==> config.mk <==
export PLATFORM = sky130hd
export DESIGN_NAME = img_load_run_sequencer
export DESIGN_NICKNAME = d
export VERILOG_FILES = /design/src/rtl/img_load_run_sequencer.sv
export SDC_FILE = /design/constraint.sdc
export NUM_CORES = 1
export LEC_CHECK = 0
export CAP_MARGIN = 20
export CORE_MARGIN = 4
export CORE_UTILIZATION = 50
export DETAILED_ROUTE_END_ITERATION = 6
export PLACE_DENSITY = 0.74
export SETUP_SLACK_MARGIN = 0.02
export SLEW_MARGIN = 20
export SYNTH_ARGS = -nofsm -noshare
export SYNTH_HDL_FRONTEND = slang
export SYNTH_SLANG_ARGS = --single-unit
==> constraint.sdc <==
create_clock -name i_CLK -period 6.4 [get_ports i_CLK]
set_clock_uncertainty 0.1 [all_clocks]
set_input_delay 1.28 -clock i_CLK [delete_from_list [all_inputs] [get_ports i_CLK]]
set_output_delay 1.28 -clock i_CLK [all_outputs]
set_load 0.03 [all_outputs]
==> src/rtl/img_load_run_sequencer.sv <==
// img_load_run_sequencer
// Sits downstream of the control register block. In LOAD it turns each
// valid pulse into one memory write with an incrementing (wrapping) column
// address. In RUN it sweeps read addresses 0..len-1, then waits for the
// convolution pipeline to drain. Finally it holds end-of-processing high
// until a new load is requested.
module img_load_run_sequencer #(
   parameter int ADDR_W  = 10,
   parameter int RUN_LAT = 2
) (
   input  logic              i_CLK,
   input  logic              i_rst,
   input  logic              i_valid,
   input  logic              i_load,
   input  logic              i_run,
   input  logic [ADDR_W-1:0] i_imgLength,
   output logic              o_we,
   output logic [ADDR_W-1:0] o_waddr,
   output logic              o_rd_en,
   output logic [ADDR_W-1:0] o_raddr,
   output logic              o_out_valid,
   output logic              o_EOP,
   output logic [2:0]        o_state
);

   typedef enum logic [2:0] {
      ST_IDLE  = 3'd0,
      ST_LOAD  = 3'd1,
      ST_RUN   = 3'd2,
      ST_DRAIN = 3'd3,
      ST_DONE  = 3'd4
   } state_t;

   state_t               state_q, state_d;
   logic [ADDR_W-1:0]    len_q, len_d;
   logic [ADDR_W-1:0]    wcnt_q, wcnt_d;
   logic                 we_q, we_d;
   logic [ADDR_W-1:0]    waddr_q, waddr_d;
   logic                 rd_en_q, rd_en_d;
   logic [ADDR_W-1:0]    raddr_q, raddr_d;
   logic [RUN_LAT-1:0]   dly_q, dly_d;
   logic                 eop_q, eop_d;

   logic                 start_run;
   logic [ADDR_W-1:0]    wcnt_inc;

   // Next-state, counter and registered-output logic for the sequencer.
   always_comb begin
      // NOTE: every signal gets a default before the case so no path can infer a latch.
      state_d   = state_q;
      len_d     = len_q;
      wcnt_d    = wcnt_q;
      we_d      = 1'b0;
      waddr_d   = waddr_q;
      rd_en_d   = 1'b0;
      raddr_d   = raddr_q;
      start_run = 1'b0;

      // Pipeline of o_rd_en; the oldest stage drives o_out_valid.
      dly_d = (dly_q << 1) | RUN_LAT'(rd_en_q);

      // Write column wraps against the live image length.
      if (i_imgLength == '0 || wcnt_q >= i_imgLength - ADDR_W'(1))
         wcnt_inc = '0;
      else
         wcnt_inc = wcnt_q + ADDR_W'(1);

      case (state_q)
         ST_IDLE: begin
            if (i_run) begin
               start_run = 1'b1;
            end else if (i_load) begin
               state_d = ST_LOAD;
               wcnt_d  = '0;
            end
         end
         ST_LOAD: begin
            // A valid arriving in the same cycle as a mode change is dropped.
            if (i_run) begin
               start_run = 1'b1;
            end else if (!i_load) begin
               state_d = ST_IDLE;
            end else if (i_valid) begin
               we_d    = 1'b1;
               waddr_d = wcnt_q;
               wcnt_d  = wcnt_inc;
            end
         end
         ST_RUN: begin
            // len_q is at least 1 here; the last read was issued at len_q-1.
            if (raddr_q >= len_q - ADDR_W'(1)) begin
               state_d = ST_DRAIN;
            end else begin
               rd_en_d = 1'b1;
               raddr_d = raddr_q + ADDR_W'(1);
            end
         end
         ST_DRAIN: begin
            // Leave once the delay line will be empty next cycle.
            if (dly_d == '0)
               state_d = ST_DONE;
         end
         ST_DONE: begin
            // Only a fresh load re-arms the sequencer; run alone is ignored.
            if (!i_run && i_load) begin
               state_d = ST_LOAD;
               wcnt_d  = '0;
            end
         end
         default: begin
            state_d = ST_IDLE;
         end
      endcase

      // Shared run-start handling for IDLE and LOAD; run beats load.
      if (start_run) begin
         if (i_imgLength == '0) begin
            state_d = ST_DONE;
         end else begin
            state_d = ST_RUN;
            len_d   = i_imgLength;
            raddr_d = '0;
            rd_en_d = 1'b1;
         end
      end

      eop_d = (state_d == ST_DONE);
   end

   // State, counters and all outputs are registered with asynchronous reset.
   always_ff @(posedge i_CLK or negedge i_rst) begin
      if (!i_rst) begin
         state_q <= ST_IDLE;
         len_q   <= '0;
         wcnt_q  <= '0;
         we_q    <= 1'b0;
         waddr_q <= '0;
         rd_en_q <= 1'b0;
         raddr_q <= '0;
         dly_q   <= '0;
         eop_q   <= 1'b0;
      end else begin
         // NOTE: non-blocking assignments keep every flop sampling pre-edge values.
         state_q <= state_d;
         len_q   <= len_d;
         wcnt_q  <= wcnt_d;
         we_q    <= we_d;
         waddr_q <= waddr_d;
         rd_en_q <= rd_en_d;
         raddr_q <= raddr_d;
         dly_q   <= dly_d;
         eop_q   <= eop_d;
      end
   end

   assign o_we        = we_q;
   assign o_waddr     = waddr_q;
   assign o_rd_en     = rd_en_q;
   assign o_raddr     = raddr_q;
   assign o_out_valid = dly_q[RUN_LAT-1];
   assign o_EOP       = eop_q;
   assign o_state     = state_q;

endmodule
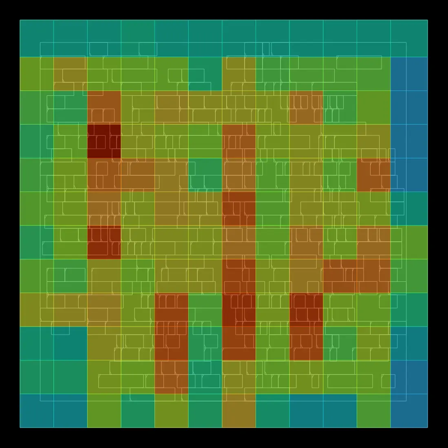
Fig. 1. Congestion heat map.
total track usage: 18.5%
Routed wire per std cell: 15.1 microns

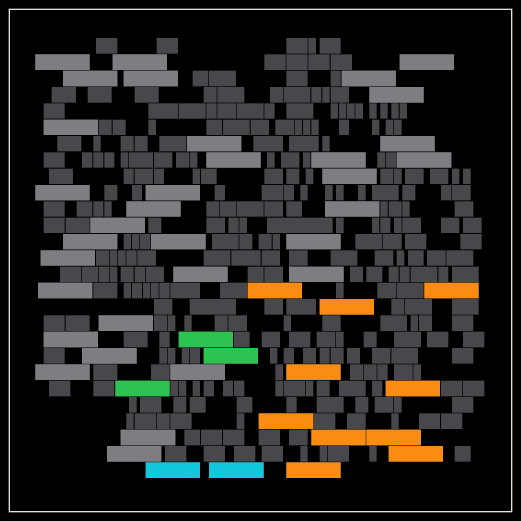
Fig. 2. Sequential cells grouped by signal name.
Drawn at 6 px/micron. Other sequential cells in the stronger grey, the rest of the logic in the fainter grey.
signal	colour	placed flops
dly_q	cyan	2
o_raddr	orange	10
o_state	green	3
not coloured	33
Register Area: 0.00120 sq mm
flop share of the area: 35.0%
sequential power: 0.447 mW
Final Util: 62.3%

==> routing by layer <==
layer | GRT usage [%] | up-vias
met5 | 0 | -
met4 | 4.68 | 0
met3 | 3.75 | 6
met2 | 31.5 | 39
met1 | 24.3 | 1117
li1 | - | 1122
==> sequential cells by signal, summed over array words and instances, names as in the netlist <==
signal / flops
len_q: 10
o_raddr: 10
o_waddr: 10
wcnt_q: 10
o_state: 3
dly_q: 2
o_EOP: 1
o_rd_en: 1
o_we: 1
==> area by class of cell <==
class	count	area share, %
multi-input cells	226	46.0
flip-flops and latches	48	35.0
repair buffers	42	12.1
well taps	72	2.62
clock buffers	6	2.11
inverters	11	1.20
clock inverters	2	1.02
==> reports/metrics.yaml <==
clock_network:
  post_cts_buffers: 0
  clock_latency_ns: 0.29
finish:
  syn_to_final_growth_pct: 20.5
  diodes: 0
  final_cell_mix: "dfrtp_1, nand2_1, clkdlybuf4s50_1"
global_route:
  grt_max_degree: 49
  overflow: 0
final_timing:
  rsz0062_at_grt: "false"
  fmax_ghz: 0.242
  finalCriticalPeriod_ns: 4.14
synthesis:
  yosys_register_bits: 48
  synth.area.top_cells: "dfrtp_1, ha_1, nand2_1"
  ys_seq_share_pct: 42.2
  synth.cellmix.simpleShare_pct: 22.5
  aoi_share_pct: 10.1
placed_design:
  placed_area_sq_mm: 0.00332
  dp_hpwl_microns: 4610
worst_setup_path:
  slowest_delay_ns: 0.50
  crit_path_frequent_cell: "ha_1"
  worst-path-stages: 11
  endpoint: "wcnt_q[0]$_DFFE_PN0P_"
power:
  comb-power_mw: 0.486
floorplanning:
  die_y_microns: 83.5
  num_rows: 27
  core_region_area_sq_mm: 0.00551
drt:
  wl_met3_microns: 188
  wl_met1_microns: 2910
outcome:
  outcome: "finished, final reports clean"
No activity file was given, so power comes from the tool's default toggle rates.
